==> run_1/drive_strength.png <==
Scale: 3 px per um.
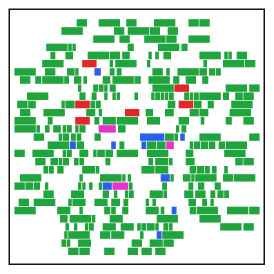
==> run_1/final_placement.png <==
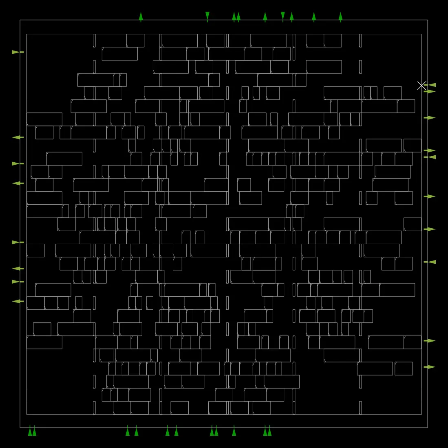
==> run_1/wire_density.png <==
Scale: 4 px per um. The die is cut into 17 by 17 equal tiles; dark purple is low, yellow is high, scaled to the fullest tile. Values are wire area over tile area, all layers added.
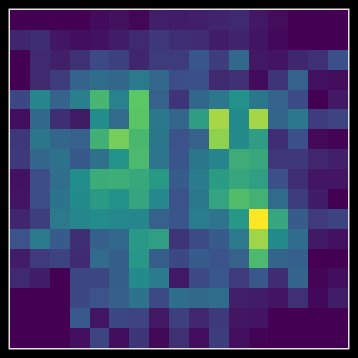
--- src/rtl/elevator_pkg.sv ---
// Shared elevator definitions: building geometry, dispatch cost constants,
// hall-call slot helpers and the car-index type.
// A slot numbers one hall call. Slots 0..NUM_FLOORS-1 are the up calls at
// floors 0..NUM_FLOORS-1. The next NUM_FLOORS slots are the down calls at
// floors 0..NUM_FLOORS-1.
package elevator_pkg;

  localparam int NUM_FLOORS  = 4;
  localparam int FLOOR_W     = 2;
  localparam int DIR_PENALTY = 4;

  localparam int NUM_SLOTS   = 2 * NUM_FLOORS;
  localparam int SLOT_W      = $clog2(NUM_SLOTS);
  // Wide enough for the largest floor distance plus the direction penalty.
  localparam int COST_W      = FLOOR_W + 4;

  // The top floor has no up button and the ground floor has no down button.
  localparam logic [NUM_FLOORS-1:0] UP_VALID_MASK   = {1'b0, {(NUM_FLOORS-1){1'b1}}};
  localparam logic [NUM_FLOORS-1:0] DOWN_VALID_MASK = {{(NUM_FLOORS-1){1'b1}}, 1'b0};

  typedef enum logic {CAR0 = 1'b0, CAR1 = 1'b1} car_idx_t;

  function automatic logic slot_is_down(input logic [SLOT_W-1:0] slot);
    return slot >= SLOT_W'(NUM_FLOORS);
  endfunction

  function automatic logic [FLOOR_W-1:0] slot_floor(input logic [SLOT_W-1:0] slot);
    logic [SLOT_W-1:0] base_s;
    if (slot_is_down(slot)) begin
      base_s = slot - SLOT_W'(NUM_FLOORS);
    end else begin
      base_s = slot;
    end
    return base_s[FLOOR_W-1:0];
  endfunction

endpackage

--- src/rtl/dispatch_cost.sv ---
// Combinational dispatch cost of sending one car to one call floor.
// The cost is the floor distance. DIR_PENALTY is added when the car is
// travelling away from the call. An idle car gets no penalty.
//   car_floor/car_up/car_down : car position and travel direction
//   call_floor                : floor of the call being evaluated
//   cost                      : resulting cost (unsigned)
module dispatch_cost #(
  parameter int FLOOR_W     = 2,
  parameter int DIR_PENALTY = 4,
  parameter int COST_W      = 6
) (
  input  logic [FLOOR_W-1:0] car_floor,
  input  logic               car_up,
  input  logic               car_down,
  input  logic [FLOOR_W-1:0] call_floor,
  output logic [COST_W-1:0]  cost
);

  logic [FLOOR_W:0] dist_s;
  logic             away_s;

  // Absolute distance without wrap, plus the moving-away penalty.
  always_comb begin
    if (call_floor >= car_floor) begin
      dist_s = {1'b0, call_floor} - {1'b0, car_floor};
    end else begin
      dist_s = {1'b0, car_floor} - {1'b0, call_floor};
    end
    away_s = (car_up && (call_floor < car_floor)) ||
             (car_down && (call_floor > car_floor));
    if (away_s) begin
      cost = COST_W'(dist_s) + COST_W'(DIR_PENALTY);
    end else begin
      cost = COST_W'(dist_s);
    end
  end

endmodule

--- src/rtl/hall_call_dispatcher.sv ---
// Two-car hall-call dispatcher. The block latches the hall buttons into
// per-call slots. A round-robin scan pointer assigns at most one pending call
// per cycle to the cheaper car. A call is released when its owning car opens
// its door at that floor.
//   clk, reset            : clock, synchronous active-high reset
//   hall_up, hall_down    : hall buttons, one bit per floor
//   carN_floor/up/down/door : state of car N
//   car0_req, car1_req    : floors assigned to each car (registered)
//   lamp_up, lamp_down    : pending-call lanterns (registered)
//   assign_pulse, assign_car : one-cycle strobe and the car it assigned to
module hall_call_dispatcher
  import elevator_pkg::*;
(
  input  logic                  clk,
  input  logic                  reset,
  input  logic [NUM_FLOORS-1:0] hall_up,
  input  logic [NUM_FLOORS-1:0] hall_down,
  input  logic [FLOOR_W-1:0]    car0_floor,
  input  logic                  car0_up,
  input  logic                  car0_down,
  input  logic                  car0_door,
  input  logic [FLOOR_W-1:0]    car1_floor,
  input  logic                  car1_up,
  input  logic                  car1_down,
  input  logic                  car1_door,
  output logic [NUM_FLOORS-1:0] car0_req,
  output logic [NUM_FLOORS-1:0] car1_req,
  output logic [NUM_FLOORS-1:0] lamp_up,
  output logic [NUM_FLOORS-1:0] lamp_down,
  output logic                  assign_pulse,
  output logic                  assign_car
);

  logic [NUM_SLOTS-1:0] pending_r;
  logic [NUM_SLOTS-1:0] assigned_r;
  logic [NUM_SLOTS-1:0] owner_r;     // 1 = CAR1; valid only while assigned
  logic [SLOT_W-1:0]    scan_r;
  car_idx_t             tie_r;

  logic [NUM_SLOTS-1:0] press_s;
  logic [NUM_SLOTS-1:0] clear_s;
  logic [NUM_SLOTS-1:0] assign_mask_s;
  logic [NUM_SLOTS-1:0] pending_n_s;
  logic [NUM_SLOTS-1:0] assigned_n_s;
  logic [NUM_SLOTS-1:0] owner_n_s;
  logic [NUM_SLOTS-1:0] own0_s;
  logic [NUM_SLOTS-1:0] own1_s;
  logic [FLOOR_W-1:0]   scan_floor_s;
  logic [COST_W-1:0]    cost0_s;
  logic [COST_W-1:0]    cost1_s;
  logic                 do_assign_s;
  logic                 tie_hit_s;
  car_idx_t             chosen_s;

  assign scan_floor_s = slot_floor(scan_r);

  dispatch_cost #(.FLOOR_W(FLOOR_W), .DIR_PENALTY(DIR_PENALTY), .COST_W(COST_W)) u_cost0 (
    .car_floor (car0_floor),
    .car_up    (car0_up),
    .car_down  (car0_down),
    .call_floor(scan_floor_s),
    .cost      (cost0_s)
  );

  dispatch_cost #(.FLOOR_W(FLOOR_W), .DIR_PENALTY(DIR_PENALTY), .COST_W(COST_W)) u_cost1 (
    .car_floor (car1_floor),
    .car_up    (car1_up),
    .car_down  (car1_down),
    .call_floor(scan_floor_s),
    .cost      (cost1_s)
  );

  // Button presses and door-open clears, per slot.
  always_comb begin
    press_s = {hall_down & DOWN_VALID_MASK, hall_up & UP_VALID_MASK};
    clear_s = '0;
    for (int s = 0; s < NUM_SLOTS; s++) begin
      // A car releases its own calls and unowned calls, never the other car's.
      clear_s[s] = (car0_door && (car0_floor == slot_floor(SLOT_W'(s))) &&
                    (!assigned_r[s] || (owner_r[s] == CAR0))) ||
                   (car1_door && (car1_floor == slot_floor(SLOT_W'(s))) &&
                    (!assigned_r[s] || (owner_r[s] == CAR1)));
    end
  end

  // Pick the car for the scanned slot. Equal costs go to the tie car.
  always_comb begin
    tie_hit_s = 1'b0;
    if (cost0_s < cost1_s) begin
      chosen_s = CAR0;
    end else if (cost1_s < cost0_s) begin
      chosen_s = CAR1;
    end else begin
      chosen_s  = tie_r;
      tie_hit_s = 1'b1;
    end
  end

  // Next slot state. A clear overrides both a new press and an assignment.
  always_comb begin
    do_assign_s   = pending_r[scan_r] && !assigned_r[scan_r] && !clear_s[scan_r];
    assign_mask_s = {NUM_SLOTS{do_assign_s}} &
                    ({{(NUM_SLOTS-1){1'b0}}, 1'b1} << scan_r);
    pending_n_s   = (pending_r | press_s) & ~clear_s;
    assigned_n_s  = (assigned_r & ~clear_s) | assign_mask_s;
    owner_n_s     = (owner_r & ~clear_s & ~assign_mask_s) |
                    ({NUM_SLOTS{chosen_s == CAR1}} & assign_mask_s);
    own0_s        = assigned_r & ~owner_r;
    own1_s        = assigned_r & owner_r;
  end

  // Slot state, scan pointer, tie bit and the registered outputs.
  always_ff @(posedge clk) begin
    if (reset) begin
      pending_r    <= '0;
      assigned_r   <= '0;
      owner_r      <= '0;
      scan_r       <= '0;
      tie_r        <= CAR0;
      car0_req     <= '0;
      car1_req     <= '0;
      lamp_up      <= '0;
      lamp_down    <= '0;
      assign_pulse <= 1'b0;
      assign_car   <= 1'b0;
    end else begin
      pending_r  <= pending_n_s;
      assigned_r <= assigned_n_s;
      owner_r    <= owner_n_s;
      if (scan_r == SLOT_W'(NUM_SLOTS - 1)) begin
        scan_r <= '0;
      end else begin
        scan_r <= scan_r + SLOT_W'(1);
      end
      if (do_assign_s && tie_hit_s) begin
        tie_r <= (tie_r == CAR0) ? CAR1 : CAR0;
      end else begin
        tie_r <= tie_r;
      end
      // The request vectors and lanterns follow the slot state one cycle late.
      car0_req     <= own0_s[NUM_FLOORS-1:0] | own0_s[NUM_SLOTS-1:NUM_FLOORS];
      car1_req     <= own1_s[NUM_FLOORS-1:0] | own1_s[NUM_SLOTS-1:NUM_FLOORS];
      lamp_up      <= pending_r[NUM_FLOORS-1:0];
      lamp_down    <= pending_r[NUM_SLOTS-1:NUM_FLOORS];
      assign_pulse <= do_assign_s;
      assign_car   <= do_assign_s && (chosen_s == CAR1);
    end
  end

endmodule

--- config.mk ---
export PLATFORM = sky130hd
export DESIGN_NAME = hall_call_dispatcher
export DESIGN_NICKNAME = d
export VERILOG_FILES = /design/src/rtl/elevator_pkg.sv /design/src/rtl/dispatch_cost.sv /design/src/rtl/hall_call_dispatcher.sv
export SDC_FILE = /design/constraint.sdc
export NUM_CORES = 1
export LEC_CHECK = 0
export ABC_AREA = 0
export CAP_MARGIN = 20
export CORE_UTILIZATION = 35
export CTS_CLUSTER_SIZE = 25
export DETAILED_ROUTE_END_ITERATION = 16
export GPL_TIMING_DRIVEN = 0
export PLACE_DENSITY_LB_ADDON = 0.08
export SLEW_MARGIN = 15
export SYNTH_ARGS = -nofsm -noshare
export SYNTH_HDL_FRONTEND = slang
export SYNTH_SLANG_ARGS = --single-unit
--- constraint.sdc ---
create_clock -name clk -period 6.4 [get_ports clk]
set_input_delay 1.28 -clock clk [delete_from_list [all_inputs] [get_ports clk]]
set_output_delay 1.28 -clock clk [all_outputs]
set_load 0.01 [all_outputs]
==> Implementation_results.wiki, run 1 <==
== Implementation results ==
{| class="wikitable"
! Metric !! Value
|-
| Result of the run || finished with violations
|-
| Failing checks || design-rule violations
|-
| Drt initial violations || approximately 80
|-
| Routing layer with the top usage in global route || met2
|-
| Synth cell count leaders || 46 x dfxtp_1, 34 x nand2_1, 27 x a21oi_1, 18 x ha_1, 15 x inv_1
|-
| Stages on worst setup path || 14
|-
| Highest ir drop seen on vdd || 0.000122 V
|-
| Post-DR vias/cell || approximately 5.1
|-
| Fraction of synthesized cell area in xor and xnor cells || 0%
|-
| Seq area share || 31.6%
|-
| Fraction of final layout cells with drive strength greater than 1 || 6.15%
|-
| Main logic family || simple AND/OR/NAND/NOR gates
|-
| Net switching component of the power || between 0.00015 and 0.0002 W
|-
| Proportion of netlist area held by the largest area contributor || between 30% and 40%
|-
| Insertion delay to the later sink of the worst-skew pair || approximately 0.29 ns
|-
| TritonCTS sink count || 46
|-
| RSZ-0062 raised after global routing || false
|-
| Combinational fraction of the cell area || a little under half
|-
| Floorplan Nets || 309
|-
| Ant. Diodes || 0
|-
| Remaining routing DRC violations || 2
|-
| Share of final layout cell area taken by non-clock buffers || 13.1%
|-
| Initial antenna violation count || 0
|-
| Global-route met3 utilization || 3.05%
|-
| Type of origin of the critical path || primary input
|-
| Proportion of power drawn by the clock network || about 29%
|-
| Clock-pin slew on the worst setup and hold paths || around 0.080 ns
|-
| Cell count after placement || approximately 380
|-
| Uppermost layer routed || met4
|-
| Worst slack at placement || around 1.8 ns
|-
| Worst EP required || roughly 6.5 ns
|-
| Final clock-cell share || roughly 3.1%
|-
| Proportion of power drawn by flip-flops and latches || about 49%
|-
| Area figure in the yosys stat output || 2380 um^2
|-
| Count of state elements after synthesis || between 40 and 50
|-
| H-tree depth || 2
|-
| Iteration tally of the first detailed-router pass || 10
|-
| Detail Route met2 WL || between 2000 and 3000 um
|-
| Synth top area cells || dfxtp_1 39%, ha_1 9.4%, a21oi_1 5.7%, nand2_1 5.4%, nand2b_1 3.7%
|-
| Setup Skew || ~0.0027 ns
|-
| Met2 Use GR || 28.3%
|-
| Area of the multi-input gates || ~1400 um^2
|-
| Post-synth mux share || around 5%
|-
| Routed wl met3 || approximately 170 um
|-
| Cells on worst reg2reg path || 12
|-
| Hold buffer count at CTS || 0
|-
| Total clock buffers created by CTS || 5
|-
| Syn Area/Cell || between 8 and 9 um^2
|-
| CTS-repair resized insts || 0
|-
| I/O pin count || 38
|-
| Core Util, Final || between 40% and 50%
|-
| OpenROAD warning count || 36
|-
| Total area of sequential cells || between 900 and 1000 um^2
|-
| Tally of max-capacitance violations || 0
|-
| Cell family with most CP delay || AND-OR/OR-AND gates
|-
| Endpoint type of the worst setup path || flop
|-
| Total Neg Setup Slack || 0 ns
|-
| Biggest area consumer among synthesized cells || dfxtp_1
|-
| Reg-to-reg critical path endpoint || owner_r[5]
|-
| Count of final setup violators || 0
|}
About drive_strength.png:
- drive 2: blue (cells 10)
- drive 6 and up: red (cells 6)
- drive 1 or less: green (cells 290)
- drive 3 to 4: magenta (cells 3)
final instance area: 2910 um^2
area added between synthesis and finish: 22.2%
post-route setup slack: 2.13 ns
number of non-clock buffers: 43

About final_placement.png:
tap cell count: 77
number of inserted filler cells in the final layout: 660

About wire_density.png:
- tiles over half the peak: 13%
- nearly empty tiles: 13%
- mean over tiles: 0.12
per-cell routed wire length: 14.6 um
total via count in the routed design: 1,976
GRT Total Usage: 17.3%
wire length reported by the detailed router: 5650 um

## run 1: worst min-delay path by stage
stage	cells past startpoint	startpoint	slack, ns	endpoint
3_3_place_gp	2	pending_r[4]	0.47	lamp_down[0]
5_1_grt	1	pending_r[3]	0.51	lamp_up[3]
4_1_cts	2	pending_r[4]	0.48	lamp_down[0]
6_report	2	pending_r[4]	0.47	lamp_down[0]
3_5_place_dp	2	pending_r[4]	0.46	lamp_down[0]
2_1_floorplan	2	pending_r[4]	0.43	lamp_down[0]
## run 1: registers in the layout, indices dropped and copies added (netlist names)
signal,cells
assign_car,1
assign_pulse,1
assigned_r,8
car0_req,4
car1_req,4
lamp_down,4
lamp_up,4
owner_r,8
pending_r,8
scan_r,3
tie_r,1
==> run 2: changes to the inputs <==
==> constraint.sdc (replaced) <==
create_clock -name clk -period 3.6 [get_ports clk]
set_input_delay 0.72 -clock clk [delete_from_list [all_inputs] [get_ports clk]]
set_output_delay 0.72 -clock clk [all_outputs]
set_load 0.01 [all_outputs]
==> run 2 against run 1 <==
  * The run still ends with design-rule violations left
  * Critical path depth unchanged
  * Register-to-register slack worse by 2.5 ns
  * Sequential power up 77%
  * Core utilization up 0.27 points
  * Final area up 0.60%
  * Synthesized cell count unchanged
  * Die area unchanged
  * Hold slack about the same
  * Clock power up 78%
  * Synthesized area unchanged
  * Count of clock-buffer cells in the layout unchanged
  * Highest routed layer unchanged
  * Setup slack worse by 1.9 ns
  * Critical path type unchanged
==> Implementation_results.wiki, run 2 <==
== Implementation results ==
{| class="wikitable"
! Metric !! Value
|-
| Hold buffer count at CTS || 0 (unchanged)
|-
| Number of endpoints with negative hold slack in the final report || 0
|-
| Per-cell routed wire length || 14.7 um (about the same)
|-
| Syn Area/Cell || 8.93 um^2 (unchanged)
|-
| Insertion delay to the later sink of the worst-skew pair || 0.29 ns (about the same)
|-
| Floorplan Nets || 309 (unchanged)
|-
| Uppermost layer routed || met4
|-
| X dimension of the die || between 80 and 90 um
|-
| Wire length reported by the detailed router || 5660 um (about the same)
|-
| HP Start || pending_r[4]
|-
| Reg-to-reg critical path endpoint || tie_r
|-
| Area of the multi-input gates || 1380 um^2 (+0.92%)
|-
| Main logic family || simple AND/OR/NAND/NOR gates
|-
| Remaining routing DRC violations || 2 (unchanged)
|-
| H-tree depth || 2 (unchanged)
|-
| GRT Total Usage || 17.2% (-0.021 points)
|-
| Global-route met3 utilization || 3.05% (unchanged)
|-
| Number of inserted filler cells in the final layout || 661 (+0.15%)
|-
| Failing checks || design-rule violations
|-
| Met2 Use GR || 28.3% (unchanged)
|-
| TritonCTS sink count || 46 (unchanged)
|-
| Std-Cell Core Area || approximately 6500 um^2
|-
| Total Neg Setup Slack || 0 ns (unchanged)
|-
| DRT antenna net count || 0
|-
| Type of origin of the critical path || primary input
|-
| Tally of max-capacitance violations || 0 (unchanged)
|-
| Detail Route met2 WL || 2550 um (+0.31%)
|-
| Clock-pin slew on the worst setup and hold paths || 0.08 ns (about the same)
|-
| Top flop regs || assigned_r: 8 flops, owner_r: 8 flops, pending_r: 8 flops
|-
| Biggest area consumer among synthesized cells || dfxtp_1
|-
| Fraction of synthesized cell area in xor and xnor cells || 0% (unchanged)
|-
| Fraction of final layout cells with drive strength greater than 1 || 6.47% (+0.32 points)
|-
| Shortest period the worst path allows || 3.39 ns
|-
| Cell count listed in synth_stat.txt || about 270
|-
| Endpoint type of the worst setup path || flop
|-
| Area figure in the yosys stat output || 2380 um^2 (unchanged)
|-
| Cell family with most CP delay || adder cells
|-
| Result of the run || finished with violations
|-
| I/O pin count || 38 (unchanged)
|-
| Worst EP required || 3.79 ns (-2.75 ns)
|-
| Setup Skew || 0.00291 ns (+0.000222 ns)
|-
| Ant. Diodes || 0 (unchanged)
|-
| Highest ir drop seen on vdd || 0.000217 V (+78%)
|-
| RSZ-0062 raised after global routing || false
|-
| Core Util, Final || 45.4% (+0.27 points)
|-
| Worst slack at placement || -0.461 ns (-2.24 ns)
|-
| Post-synth mux share || 4.93% (unchanged)
|-
| Synth top area cells || dfxtp_1 39%, ha_1 9.4%, a21oi_1 5.7%, nand2_1 5.4%, nand2b_1 3.7%
|-
| Count of state elements after synthesis || 46 (unchanged)
|-
| Cells on worst reg2reg path || 10 (-2)
|-
| Detailed Place HPWL || 4190 um
|-
| Total clock buffers created by CTS || 5 (unchanged)
|-
| Worst reg2reg startpoint || scan_r[1]
|-
| Iteration tally of the first detailed-router pass || 10 (unchanged)
|-
| Cell count after placement || 378 (unchanged)
|-
| Routed wl met3 || 177 um (+4.7%)
|-
| Cell depth of the worst min-delay path || 2 (unchanged)
|-
| Total area of sequential cells || 921 um^2 (unchanged)
|-
| Proportion of netlist area held by the largest area contributor || 38.6% (unchanged)
|-
| Stages on worst setup path || 14 (unchanged)
|-
| CTS-repair resized insts || 1 (+1)
|-
| OpenROAD warning count || 36 (unchanged)
|-
| Routing layer with the top usage in global route || met2
|-
| Synth cell count leaders || 46 x dfxtp_1, 34 x nand2_1, 27 x a21oi_1, 18 x ha_1, 15 x inv_1
|-
| Initial antenna violation count || 0 (unchanged)
|-
| Total via count in the routed design || 1,990 (+0.71%)
|-
| Post-DR vias/cell || 5.16 (+0.71%)
|-
| Drt initial violations || 86 (+7.5%)
|-
| End of the worst hold path || lamp_down[0]
|}
==> run 2: netlist changes by cell type in the layout (fill, tap and decap cells not counted), sizes merged <==
| cell | change |
|---|---|
| clkdlybuf4s50 | -2 |
| dlymetal6s2s | +2 |
==> run 2: final cells by class <==
type	count	share of cell area, %
Buffer	9	1.45
Clock buffer	7	2.95
Clock inverter	1	0.171
Inverter	15	1.92
Multi-Input combinational cell	197	47.0
Sequential cell	46	31.4
Tap cell	77	3.29
Timing Repair Buffer	34	11.8
==> run 2: power by group <==
group / total (W) / switching [W] / internal (W)
logic: 0.000268 / 0.000149 / 0.000120
clock network: 0.000325 / 0.000170 / 0.000155
registers: 0.000548 / 0.0000184 / 0.000530
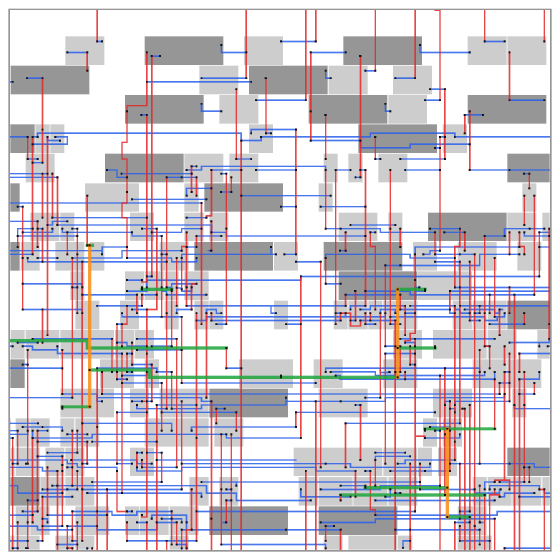
(run_2/zoom.png)
Region (17, 34) to (67, 84) um. Cells in grey, sequential cells in the stronger grey; small squares are vias.
- met3: green
- met4: orange
- met1: blue
- met2: red
- sequential cells in the window: 20
- cells with their middle in the window: 143
- most frequent: dfxtp_1 (20), nand2_1 (18), a21oi_1 (14)
- netlist names of flops here include: assigned_r (3), owner_r (3), pending_r (3)

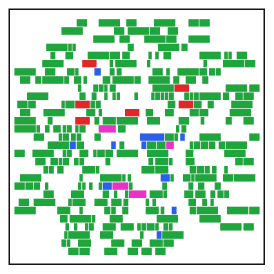
(run_2/drive_strength.png)
Scale: 3 px per um.
- drive 6 and up: red (cells 6)
- drive 1 or less: green (cells 289)
- drive 3 to 4: magenta (cells 4)
- drive 2: blue (cells 10)
final instance area: 2930 um^2
post-route setup slack: 0.207 ns
area added between synthesis and finish: 22.9%

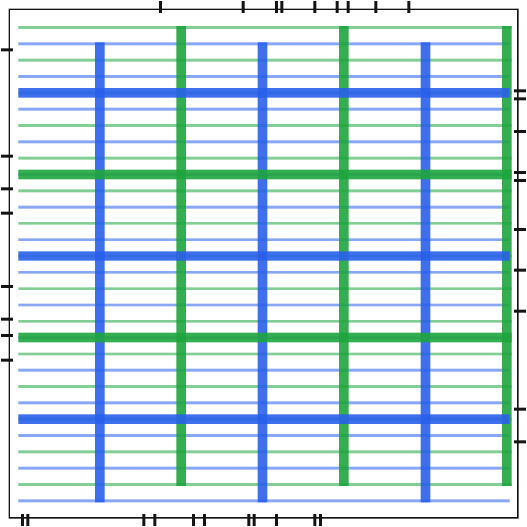
(run_2/pdn.png)
Scale: 6 px per um. Pins as bars on the die edge.
- VDD: green
- VSS: blue
- met4 straps: 6
- signal pins: 38
- met5 straps: 5
- rows: 29
- met1 rails: 30

No activity file was given, so power comes from the tool's default toggle rates.
